### config.mk
export PLATFORM = sky130hd
export DESIGN_NAME = hazard_fwd_unit_flat
export DESIGN_NICKNAME = d
export VERILOG_FILES = /design/src/rtl/hazard_fwd_unit_pkg.sv /design/src/rtl/hazard_fwd_unit_if.sv /design/src/rtl/hazard_fwd_unit_sat_counter.sv /design/src/rtl/hazard_fwd_unit.sv /design/src/flat_wrapper.sv
export SDC_FILE = /design/constraint.sdc
export NUM_CORES = 1
export LEC_CHECK = 0
export CORE_MARGIN = 2
export CORE_UTILIZATION = 40
export CTS_BUF_LIST = sky130_fd_sc_hd__clkbuf_2 sky130_fd_sc_hd__clkbuf_4 sky130_fd_sc_hd__clkbuf_8
export DETAILED_ROUTE_END_ITERATION = 16
export PLACE_DENSITY = 0.73
export SYNTH_ARGS = -nofsm -noshare
export SYNTH_HDL_FRONTEND = slang
export SYNTH_SLANG_ARGS = --single-unit
### constraint.sdc
create_clock -name CLK -period 8 [get_ports CLK]
set_input_delay 2.4 -clock CLK [delete_from_list [all_inputs] [get_ports CLK]]
set_output_delay 2.4 -clock CLK [all_outputs]
set_load 0.02 [all_outputs]
### src/rtl/hazard_fwd_unit_pkg.sv
// Shared types for the pipeline hazard/forwarding controller: latch control,
// forwarding selects, controller state and the priority rule in force.
package hazard_fwd_unit_pkg;

   typedef enum logic [1:0] {
      PIPE_ENABLE = 2'd0,
      PIPE_STALL  = 2'd1,
      PIPE_NOP    = 2'd2
   } pipe_state_t;

   typedef enum logic [1:0] {
      FWD_RF  = 2'd0,
      FWD_MEM = 2'd1,
      FWD_WB  = 2'd2
   } fwd_t;

   typedef enum logic [1:0] {
      RUN     = 2'd0,
      LUSTALL = 2'd1,
      DWAIT   = 2'd2
   } hu_state_t;

   // Highest-priority condition active this cycle; drives both outputs and FSM.
   typedef enum logic [2:0] {
      R_RESET  = 3'd0,
      R_DWAIT  = 3'd1,
      R_IWAIT  = 3'd2,
      R_FLUSH  = 3'd3,
      R_HAZARD = 3'd4,
      R_RUN    = 3'd5
   } hu_rule_t;

   localparam int unsigned LU_CNT_W = 3;

   typedef struct packed {
      logic        pc_wen;
      pipe_state_t fd;
      pipe_state_t de;
      pipe_state_t em;
      pipe_state_t mw;
   } pipe_ctl_t;

   localparam pipe_ctl_t CTL_RESET  = '{pc_wen: 1'b0, fd: PIPE_NOP,    de: PIPE_NOP,    em: PIPE_NOP,    mw: PIPE_NOP};
   localparam pipe_ctl_t CTL_DWAIT  = '{pc_wen: 1'b0, fd: PIPE_STALL,  de: PIPE_STALL,  em: PIPE_STALL,  mw: PIPE_NOP};
   localparam pipe_ctl_t CTL_IWAIT  = '{pc_wen: 1'b0, fd: PIPE_STALL,  de: PIPE_STALL,  em: PIPE_NOP,    mw: PIPE_ENABLE};
   localparam pipe_ctl_t CTL_FLUSH  = '{pc_wen: 1'b1, fd: PIPE_NOP,    de: PIPE_NOP,    em: PIPE_ENABLE, mw: PIPE_ENABLE};
   localparam pipe_ctl_t CTL_HAZARD = '{pc_wen: 1'b0, fd: PIPE_STALL,  de: PIPE_NOP,    em: PIPE_ENABLE, mw: PIPE_ENABLE};
   localparam pipe_ctl_t CTL_RUN    = '{pc_wen: 1'b1, fd: PIPE_ENABLE, de: PIPE_ENABLE, em: PIPE_ENABLE, mw: PIPE_ENABLE};

endpackage

### src/rtl/hazard_fwd_unit_if.sv
// Datapath <-> hazard unit signal bundle; the datapath is master, the
// hazard unit is slave.
interface hazard_fwd_unit_if
   import hazard_fwd_unit_pkg::*;
#(
   parameter int unsigned REG_AW = 5,
   parameter int unsigned CNT_W  = 16
);
   logic              ihit, dhit, dmem_req;
   logic [REG_AW-1:0] rs, rt, ex_rs, ex_rt;
   logic [REG_AW-1:0] ex_wsel, mem_wsel, wb_wsel;
   logic              ex_wen, mem_wen, wb_wen;
   logic              ex_memread, branch_taken, perf_clr;

   logic              pc_wen;
   pipe_state_t       fd_state, de_state, em_state, mw_state;
   fwd_t              fwd_a, fwd_b;
   logic              mem_wait;
   logic [CNT_W-1:0]  stall_cnt, flush_cnt;

   modport master (
      output ihit, dhit, dmem_req, rs, rt, ex_rs, ex_rt,
             ex_wsel, mem_wsel, wb_wsel, ex_wen, mem_wen, wb_wen,
             ex_memread, branch_taken, perf_clr,
      input  pc_wen, fd_state, de_state, em_state, mw_state,
             fwd_a, fwd_b, mem_wait, stall_cnt, flush_cnt
   );

   modport slave (
      input  ihit, dhit, dmem_req, rs, rt, ex_rs, ex_rt,
             ex_wsel, mem_wsel, wb_wsel, ex_wen, mem_wen, wb_wen,
             ex_memread, branch_taken, perf_clr,
      output pc_wen, fd_state, de_state, em_state, mw_state,
             fwd_a, fwd_b, mem_wait, stall_cnt, flush_cnt
   );
endinterface

### src/rtl/hazard_fwd_unit_sat_counter.sv
// Saturating event counter with synchronous clear; clear beats increment.
module hazard_fwd_unit_sat_counter #(
   parameter int unsigned W = 16
) (
   input  logic         clk,
   input  logic         rst_n,
   input  logic         clr,
   input  logic         inc,
   output logic [W-1:0] cnt
);
   logic [W-1:0] cnt_q, cnt_d;

   always_comb begin
      cnt_d = cnt_q;
      if (clr)
         cnt_d = '0;
      else if (inc && (cnt_q != '1))
         cnt_d = cnt_q + 1'b1;
   end

   always_ff @(posedge clk) begin
      if (!rst_n)
         cnt_q <= '0;
      else
         cnt_q <= cnt_d;
   end

   assign cnt = cnt_q;
endmodule

### src/rtl/hazard_fwd_unit.sv
// Five-stage pipeline hazard controller: latch control, PC enable, EX operand
// forwarding, load-use / memory-wait FSM and stall/flush counters.
module hazard_fwd_unit
   import hazard_fwd_unit_pkg::*;
#(
   parameter bit          FORWARD_EN = 1'b1,
   parameter int unsigned LU_STALL   = 1,
   parameter int unsigned REG_AW     = 5,
   parameter int unsigned CNT_W      = 16
) (
   input logic         CLK,
   input logic         nRST,
   hazard_fwd_unit_if.slave hif
);
   hu_state_t           state_q, state_d;
   logic [LU_CNT_W-1:0] lu_cnt_q, lu_cnt_d;
   logic                mem_wait_q, mem_wait_d;
   hu_rule_t            rule;
   pipe_ctl_t           ctl;
   fwd_t                fwd_a, fwd_b;
   logic                lu_hit, hazard;
   logic [CNT_W-1:0]    stall_cnt, flush_cnt;

   function automatic logic reg_match(input logic [REG_AW-1:0] wsel, input logic wen,
                                      input logic [REG_AW-1:0] src);
      return wen && (wsel != '0) && (wsel == src);
   endfunction

   function automatic fwd_t fwd_sel(input logic [REG_AW-1:0] src,
                                    input logic [REG_AW-1:0] mem_wsel, input logic mem_wen,
                                    input logic [REG_AW-1:0] wb_wsel, input logic wb_wen);
      if (reg_match(mem_wsel, mem_wen, src))
         return FWD_MEM;
      else if (reg_match(wb_wsel, wb_wen, src))
         return FWD_WB;
      return FWD_RF;
   endfunction

   always_comb begin
      lu_hit = hif.ex_memread &
               (reg_match(hif.ex_wsel, hif.ex_wen, hif.rs) | reg_match(hif.ex_wsel, hif.ex_wen, hif.rt));
      if (FORWARD_EN)
         hazard = (state_q == LUSTALL) | lu_hit;
      else
         hazard = reg_match(hif.ex_wsel, hif.ex_wen, hif.rs)   | reg_match(hif.ex_wsel, hif.ex_wen, hif.rt) |
                  reg_match(hif.mem_wsel, hif.mem_wen, hif.rs) | reg_match(hif.mem_wsel, hif.mem_wen, hif.rt);

      if (!nRST)                           rule = R_RESET;
      else if (hif.dmem_req && !hif.dhit)  rule = R_DWAIT;
      else if (!hif.ihit)                  rule = R_IWAIT;
      else if (hif.branch_taken)           rule = R_FLUSH;
      else if (hazard)                     rule = R_HAZARD;
      else                                 rule = R_RUN;
   end

   always_ff @(posedge CLK) begin
      if (!nRST) begin
         state_q    <= RUN;
         lu_cnt_q   <= '0;
         mem_wait_q <= 1'b0;
      end else begin
         state_q    <= state_d;
         lu_cnt_q   <= lu_cnt_d;
         mem_wait_q <= mem_wait_d;
      end
   end

   // The first load-use stall cycle is spent in RUN, so LUSTALL covers the rest.
   always_comb begin
      state_d  = state_q;
      lu_cnt_d = lu_cnt_q;
      case (state_q)
         RUN: begin
            if (rule == R_DWAIT)
               state_d = DWAIT;
            else if (FORWARD_EN && (rule == R_HAZARD) && (LU_STALL > 1)) begin
               state_d  = LUSTALL;
               lu_cnt_d = LU_CNT_W'(LU_STALL - 1);
            end
         end
         LUSTALL: begin
            if (rule == R_DWAIT)
               state_d = DWAIT;
            else if (rule == R_FLUSH) begin
               state_d  = RUN;
               lu_cnt_d = '0;
            end else if (rule == R_HAZARD) begin
               lu_cnt_d = lu_cnt_q - 1'b1;
               if (lu_cnt_q <= LU_CNT_W'(1))
                  state_d = RUN;
            end
         end
         DWAIT: begin
            if (rule != R_DWAIT)
               state_d = (lu_cnt_q != '0) ? LUSTALL : RUN;
         end
         default: begin
            state_d  = RUN;
            lu_cnt_d = '0;
         end
      endcase
      mem_wait_d = (state_d == DWAIT);
   end

   always_comb begin
      case (rule)
         R_RESET:  ctl = CTL_RESET;
         R_DWAIT:  ctl = CTL_DWAIT;
         R_IWAIT:  ctl = CTL_IWAIT;
         R_FLUSH:  ctl = CTL_FLUSH;
         R_HAZARD: ctl = CTL_HAZARD;
         default:  ctl = CTL_RUN;
      endcase

      fwd_a = FWD_RF;
      fwd_b = FWD_RF;
      if (FORWARD_EN && nRST) begin
         fwd_a = fwd_sel(hif.ex_rs, hif.mem_wsel, hif.mem_wen, hif.wb_wsel, hif.wb_wen);
         fwd_b = fwd_sel(hif.ex_rt, hif.mem_wsel, hif.mem_wen, hif.wb_wsel, hif.wb_wen);
      end
   end

   hazard_fwd_unit_sat_counter #(.W(CNT_W)) u_stall_cnt (
      .clk   (CLK),
      .rst_n (nRST),
      .clr   (hif.perf_clr),
      .inc   (nRST & ~ctl.pc_wen),
      .cnt   (stall_cnt)
   );

   hazard_fwd_unit_sat_counter #(.W(CNT_W)) u_flush_cnt (
      .clk   (CLK),
      .rst_n (nRST),
      .clr   (hif.perf_clr),
      .inc   (rule == R_FLUSH),
      .cnt   (flush_cnt)
   );

   assign hif.pc_wen    = ctl.pc_wen;
   assign hif.fd_state  = ctl.fd;
   assign hif.de_state  = ctl.de;
   assign hif.em_state  = ctl.em;
   assign hif.mw_state  = ctl.mw;
   assign hif.fwd_a     = fwd_a;
   assign hif.fwd_b     = fwd_b;
   assign hif.mem_wait  = mem_wait_q;
   assign hif.stall_cnt = stall_cnt;
   assign hif.flush_cnt = flush_cnt;
endmodule

### src/flat_wrapper.sv
// flat-port wrapper written by rule: the top's interface ports become plain ports
module hazard_fwd_unit_flat import hazard_fwd_unit_pkg::*;
#(
   parameter bit          FORWARD_EN = 1'b1,
   parameter int unsigned LU_STALL   = 1,
   parameter int unsigned REG_AW     = 5,
   parameter int unsigned CNT_W      = 16
)
  (CLK, nRST, hif_ihit, hif_dhit, hif_dmem_req, hif_rs, hif_rt, hif_ex_rs, hif_ex_rt, hif_ex_wsel, hif_mem_wsel, hif_wb_wsel, hif_ex_wen, hif_mem_wen, hif_wb_wen, hif_ex_memread, hif_branch_taken, hif_perf_clr, hif_pc_wen, hif_fd_state, hif_de_state, hif_em_state, hif_mw_state, hif_fwd_a, hif_fwd_b, hif_mem_wait, hif_stall_cnt, hif_flush_cnt);
  hazard_fwd_unit_if #(.REG_AW(REG_AW), .CNT_W(CNT_W)) hif_i ();
  input logic CLK;
  input logic nRST;
  input wire logic [$bits(hif_i.ihit)-1:0] hif_ihit;
  input wire logic [$bits(hif_i.dhit)-1:0] hif_dhit;
  input wire logic [$bits(hif_i.dmem_req)-1:0] hif_dmem_req;
  input wire logic [$bits(hif_i.rs)-1:0] hif_rs;
  input wire logic [$bits(hif_i.rt)-1:0] hif_rt;
  input wire logic [$bits(hif_i.ex_rs)-1:0] hif_ex_rs;
  input wire logic [$bits(hif_i.ex_rt)-1:0] hif_ex_rt;
  input wire logic [$bits(hif_i.ex_wsel)-1:0] hif_ex_wsel;
  input wire logic [$bits(hif_i.mem_wsel)-1:0] hif_mem_wsel;
  input wire logic [$bits(hif_i.wb_wsel)-1:0] hif_wb_wsel;
  input wire logic [$bits(hif_i.ex_wen)-1:0] hif_ex_wen;
  input wire logic [$bits(hif_i.mem_wen)-1:0] hif_mem_wen;
  input wire logic [$bits(hif_i.wb_wen)-1:0] hif_wb_wen;
  input wire logic [$bits(hif_i.ex_memread)-1:0] hif_ex_memread;
  input wire logic [$bits(hif_i.branch_taken)-1:0] hif_branch_taken;
  input wire logic [$bits(hif_i.perf_clr)-1:0] hif_perf_clr;
  output wire logic [$bits(hif_i.pc_wen)-1:0] hif_pc_wen;
  output wire logic [$bits(hif_i.fd_state)-1:0] hif_fd_state;
  output wire logic [$bits(hif_i.de_state)-1:0] hif_de_state;
  output wire logic [$bits(hif_i.em_state)-1:0] hif_em_state;
  output wire logic [$bits(hif_i.mw_state)-1:0] hif_mw_state;
  output wire logic [$bits(hif_i.fwd_a)-1:0] hif_fwd_a;
  output wire logic [$bits(hif_i.fwd_b)-1:0] hif_fwd_b;
  output wire logic [$bits(hif_i.mem_wait)-1:0] hif_mem_wait;
  output wire logic [$bits(hif_i.stall_cnt)-1:0] hif_stall_cnt;
  output wire logic [$bits(hif_i.flush_cnt)-1:0] hif_flush_cnt;
  assign hif_i.ihit = hif_ihit;
  assign hif_i.dhit = hif_dhit;
  assign hif_i.dmem_req = hif_dmem_req;
  assign hif_i.rs = hif_rs;
  assign hif_i.rt = hif_rt;
  assign hif_i.ex_rs = hif_ex_rs;
  assign hif_i.ex_rt = hif_ex_rt;
  assign hif_i.ex_wsel = hif_ex_wsel;
  assign hif_i.mem_wsel = hif_mem_wsel;
  assign hif_i.wb_wsel = hif_wb_wsel;
  assign hif_i.ex_wen = hif_ex_wen;
  assign hif_i.mem_wen = hif_mem_wen;
  assign hif_i.wb_wen = hif_wb_wen;
  assign hif_i.ex_memread = hif_ex_memread;
  assign hif_i.branch_taken = hif_branch_taken;
  assign hif_i.perf_clr = hif_perf_clr;
  assign hif_pc_wen = hif_i.pc_wen;
  assign hif_fd_state = hif_i.fd_state;
  assign hif_de_state = hif_i.de_state;
  assign hif_em_state = hif_i.em_state;
  assign hif_mw_state = hif_i.mw_state;
  assign hif_fwd_a = hif_i.fwd_a;
  assign hif_fwd_b = hif_i.fwd_b;
  assign hif_mem_wait = hif_i.mem_wait;
  assign hif_stall_cnt = hif_i.stall_cnt;
  assign hif_flush_cnt = hif_i.flush_cnt;
  hazard_fwd_unit #(.FORWARD_EN(FORWARD_EN), .LU_STALL(LU_STALL), .REG_AW(REG_AW), .CNT_W(CNT_W)) u_core (.CLK(CLK), .nRST(nRST), .hif(hif_i));
endmodule
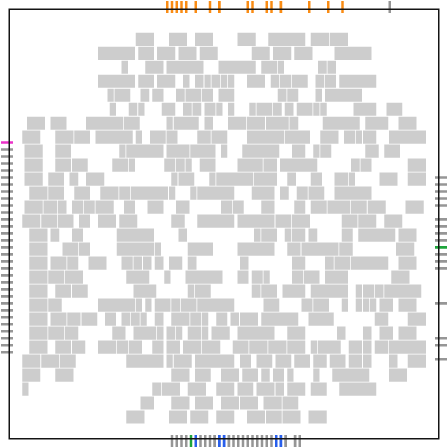
run_1/io_placement.png
Pins as bars across the die edge, other pins in gray.
Key: green = hif_de_state [pins 2, direction output, edge 1 bottom, 1 right]; blue = hif_rt [pins 5, direction input, edge bottom]; magenta = hif_dhit [pins 1, direction input, edge left]; orange = hif_flush_cnt [pins 16, direction output, edge top]

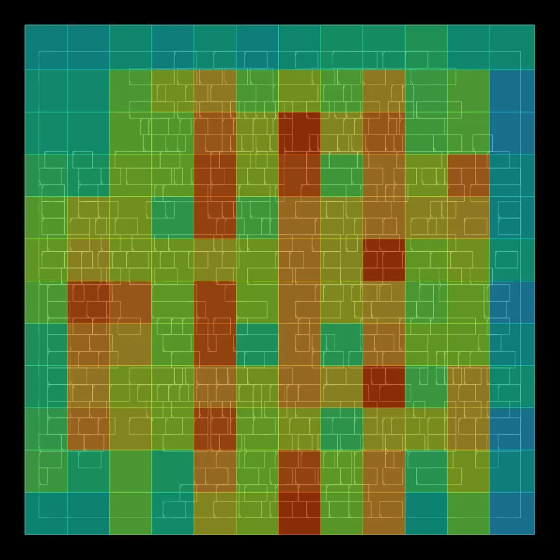
run_1/congestion.png
Tot GR Track Use: 18.1%
Final Util: 59.2%
M1 GR Usage: 20.3%
global routing's busiest layer: met2

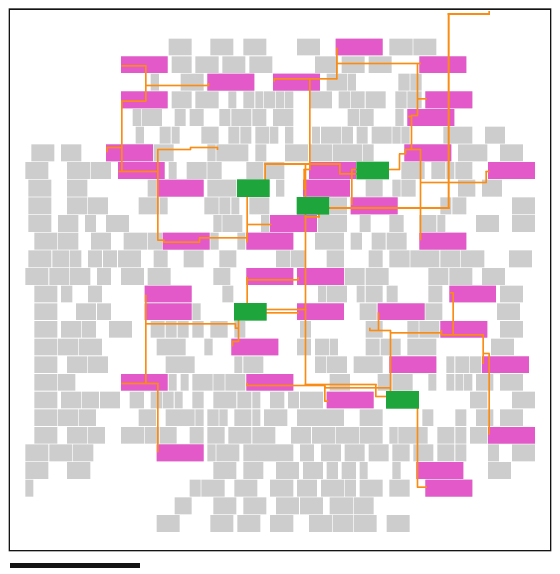
run_1/clk_routes.png
Scale bar: 20 µm.
Key: green = clock drivers [count 5]; orange = clock wires [length 524 µm]; magenta = flip-flops [count 38]
There are 6 routed clock nets.

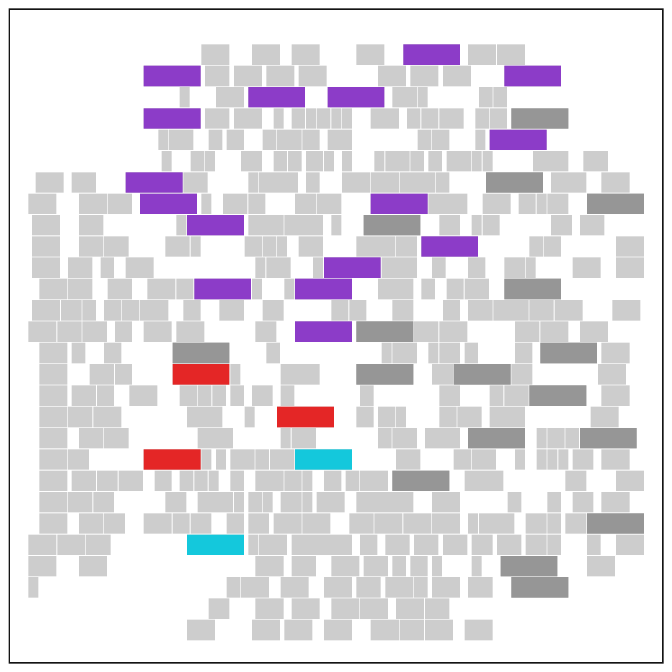
run_1/flops_by_reg.png
Other sequential cells in the stronger gray, the rest of the logic in the fainter gray.
Key: red = u_core.lu_cnt_q [sequential cells 3]; cyan = u_core.state_q [sequential cells 2]; purple = u_core.u_flush_cnt.cnt [sequential cells 16]
Another 17 sequential cells are not colored.

==> impl_metrics.json, run 1 <==
{
  "status": "completed",
  "synth.logic.top_family": "simple AND/OR/NAND/NOR gates",
  "hold_class": "reg -> reg",
  "async_flop_share_pct": 0,
  "max-cap-violations": 0,
  "comb_cell_power_w": 0.0000748,
  "mostFrequentLayoutCells": "clkdlybuf4s50_1 (90), dfxtp_1 (38), xnor2_1 (27), nor2_1 (26), nand3_1 (22)",
  "min_period_ps": 7150,
  "power_w": 0.000407,
  "fmax_mhz": 140,
  "top_area_share_pct": 30.3,
  "drt-vias-per-instance": 5.41,
  "p_comb_share_pct": 18.4,
  "ctsHtreeMaxLevel": 2,
  "seq-power_w": 0.000191,
  "area_leaders": "dfxtp_1 (30%), xnor2_1 (9.4%), xor2_1 (5.6%)",
  "fin_nets": 435,
  "wl_met1_um": 2680,
  "hold_violations": 0,
  "comb_area_um2": 1650,
  "drt_iter0_markers": 113,
  "antenna_cells": 0,
  "clk_latency_ps": 290,
  "via_count": 2487,
  "taps": 75,
  "worst_slack_ps": 849,
  "peakVddDrop_v": 0.0000684,
  "min_to": "u_core.u_stall_cnt.cnt[12]",
  "r2r-end": "u_core.u_stall_cnt.cnt[14]",
  "wl_met3_um": 415,
  "signal_buffers": 93,
  "numCtsBuffers": 5,
  "powerClk_w": 0.000141,
  "synth_seq_share_pct": 30.3,
  "hpwlAfterDp_um": 5000,
  "cp-start-kind": "primary input",
  "fin_area_um2": 3550,
  "hold_depth": 2,
  "yosysTopAreaCell": "dfxtp_1",
  "r2r-start": "u_core.u_stall_cnt.cnt[0]",
  "grt_pass1_wl_um": 10600,
  "period_used_pct": 89.4,
  "yosysWarnings": 0,
  "dpl_cell_area_um2": 3450,
  "use_met2_pct": 33.7,
  "logic_gates": 238,
  "ctsLongestPathBuffers": 2,
  "critPathMaxFanout": 3
}
[run 1: critical path: stages]
cell and delay [ps]:
clkdlybuf4s50_1 560, xnor2_1 140, nand3_1 90, o22ai_1 350, a21oi_1 160, or2_2 340, nand2b_1 100, clkdlybuf4s50_1 610
[run 1: cells in the mapped netlist (5+ instances only)]
master and count:
nor2b_1 5, xor2_1 16, o31ai_2 8, xnor2_1 27
o21ai_0 7, inv_1 8, nor2_1 26, clkbuf_1 6
ha_1 5, nor4_1 8, a21oi_2 9, nor3_1 6
nand2_1 16, a21oi_1 10, nand4_1 6, dfxtp_1 38
or4_1 17, nand3_1 22, nand2b_1 5
run_1/wires.png
Scale bar: 20 µm.
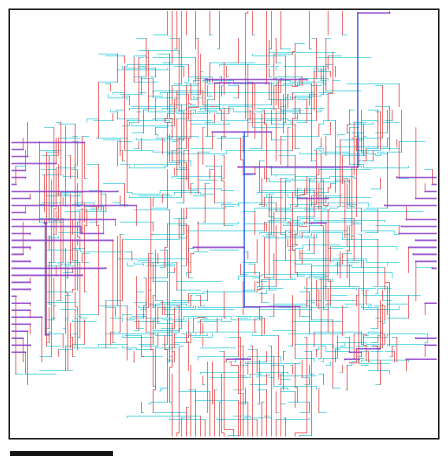

==> run 2: changes to the inputs <==
--- a/config.mk
+++ b/config.mk
@@ -5,11 +5,13 @@
 export SDC_FILE = /design/constraint.sdc
 export NUM_CORES = 1
 export LEC_CHECK = 0
+export CORE_ASPECT_RATIO = 0.7
 export CORE_MARGIN = 2
 export CORE_UTILIZATION = 40
 export CTS_BUF_LIST = sky130_fd_sc_hd__clkbuf_2 sky130_fd_sc_hd__clkbuf_4 sky130_fd_sc_hd__clkbuf_8
 export DETAILED_ROUTE_END_ITERATION = 16
 export PLACE_DENSITY = 0.73
+export SKIP_LAST_GASP = 1
 export SYNTH_ARGS = -nofsm -noshare
 export SYNTH_HDL_FRONTEND = slang
 export SYNTH_SLANG_ARGS = --single-unit
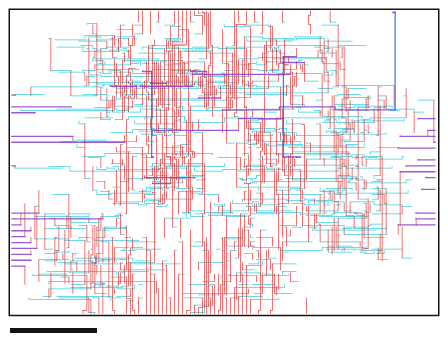
run_2/wires.png
Scale bar: 20 µm.
Key: red = metal 2 [wire length 2940 µm]; cyan = metal 1 [wire length 3160 µm]; purple = metal 3 [wire length 338 µm]; blue = metal 4 [wire length 65.3 µm]

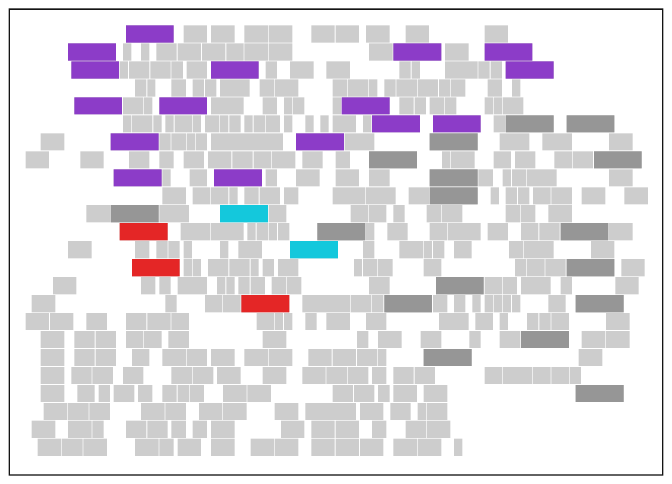
run_2/flops_by_reg.png
Other sequential cells in the stronger gray, the rest of the logic in the fainter gray.
Key: cyan = u_core.state_q [sequential cells 2]; purple = u_core.u_flush_cnt.cnt [sequential cells 16]; red = u_core.lu_cnt_q [sequential cells 3]
Another 17 sequential cells are not colored.

==> impl_metrics.json, run 2 <==
{
  "power_leader": "sequential cells",
  "via_count": 2459,
  "cpMaxStageDelayCell": "clkdlybuf4s50_1",
  "grt_util_met1_pct": 25.7,
  "use_met2_pct": 30.6,
  "r2r-end": "u_core.u_flush_cnt.cnt[11]",
  "top_area_share_pct": 30.3,
  "dp_slack_ps": 878,
  "mostFrequentLayoutCells": "clkdlybuf4s50_1 (90), dfxtp_1 (38), xnor2_1 (27), nor2_1 (26), nand3_1 (22)",
  "max_slew_margin_pct": 24.1,
  "p_comb_share_pct": 17.1,
  "area_leaders": "dfxtp_1 (30%), xnor2_1 (9.4%), xor2_1 (5.6%)",
  "wirelength_um": 6500,
  "hold_class": "reg -> reg",
  "skew_ps": 12.5,
  "drt-vias-per-instance": 5.32,
  "numCtsBuffers": 5,
  "min_to": "u_core.u_stall_cnt.cnt[9]",
  "wl_met1_um": 3160,
  "critPathMaxFanout": 3,
  "ctsResizeCount": 0,
  "endpoint_kind": "output port",
  "async_flop_share_pct": 0,
  "top_cells_by_count": "dfxtp_1 (38), xnor2_1 (27), nor2_1 (26), nand3_1 (22), or4_1 (17)",
  "cp.depth": 8,
  "power_w": 0.000438,
  "r2r-start": "u_core.u_flush_cnt.cnt[0]",
  "powerClk_w": 0.000173,
  "antenna_cells": 0,
  "comb_area_um2": 1650,
  "max-cap-violations": 0,
  "drt_iter0_markers": 75,
  "ctsLongestPathBuffers": 2,
  "path_class": "in -> out",
  "period_used_pct": 89.0,
  "fin_nets": 434,
  "path_buffers": 2,
  "grt_pass1_wl_um": 10800,
  "crit_family": "buffers and inverters",
  "r2r_setup_slack_ps": 5520,
  "cp.arrival_ps": 4720,
  "hold_violations": 0,
  "path_cells": "clkdlybuf4s50_1, xnor2_1, nand3_1, o22ai_1, a21oi_1, or2_2, nand2b_1, clkdlybuf4s50_1",
  "signal_buffers": 92,
  "yosysTopAreaCell": "dfxtp_1",
  "wl_met3_um": 338,
  "post-cts-setup-buffer-count": 0,
  "cp-start-kind": "primary input",
  "status": "completed",
  "yosysCellCount": 295,
  "taps": 78,
  "grt_usage_pct": 18.9,
  "lay_top_count": "clkdlybuf4s50_1",
  "fp.coreArea_um2": 6160,
  "grt_busiest_layer": "met2",
  "peakVddDrop_v": 0.0000591,
  "fmax_mhz": 140,
  "logic_gates": 238,
  "synth.logic.top_family": "simple AND/OR/NAND/NOR gates",
  "first_pass_iters": 4,
  "yosysWarnings": 0,
  "seq-power_w": 0.000191,
  "clk_latency_ps": 300,
  "cpMostUsedCell": "clkdlybuf4s50_1",
  "ctsHtreeMaxLevel": 2,
  "synth.most_common_cell": "dfxtp_1",
  "synth_seq_share_pct": 30.3,
  "min_period_ps": 7120,
  "worst_slack_ps": 883,
  "max_stage_delay_ps": 610
}
run 2: cell count changes in the layout (fill, tap and decap cells not counted):
cell and change:
buf_4 -1, bufinv_16 +1, clkbuf_4 +1, clkbuf_8 -1, clkinv_2 -1
run 2: per-stage QoR:
| stage | instance area [µm²] | util (%) | instances | hold WS, ps |
|---|---|---|---|---|
| after floorplan | 2510 | - | 295 | 458 |
| after global placement | 3450 | 56.0 | 454 | 480 |
| after detailed placement | 3450 | 56.0 | 454 | 485 |
| after CTS | 3560 | 57.9 | 462 | 496 |
| after global routing | 3560 | 57.9 | 462 | 542 |
| final | 3560 | 57.9 | 462 | 497 |
run 2: worst register-to-register path, cell delays in order (launching register included):
cell     delay [ps]
dfxtp_1         490
ha_1            310
nand2_1         180
o31ai_2         920
nor4_1          150
xnor2_1         220
nor2_1           60
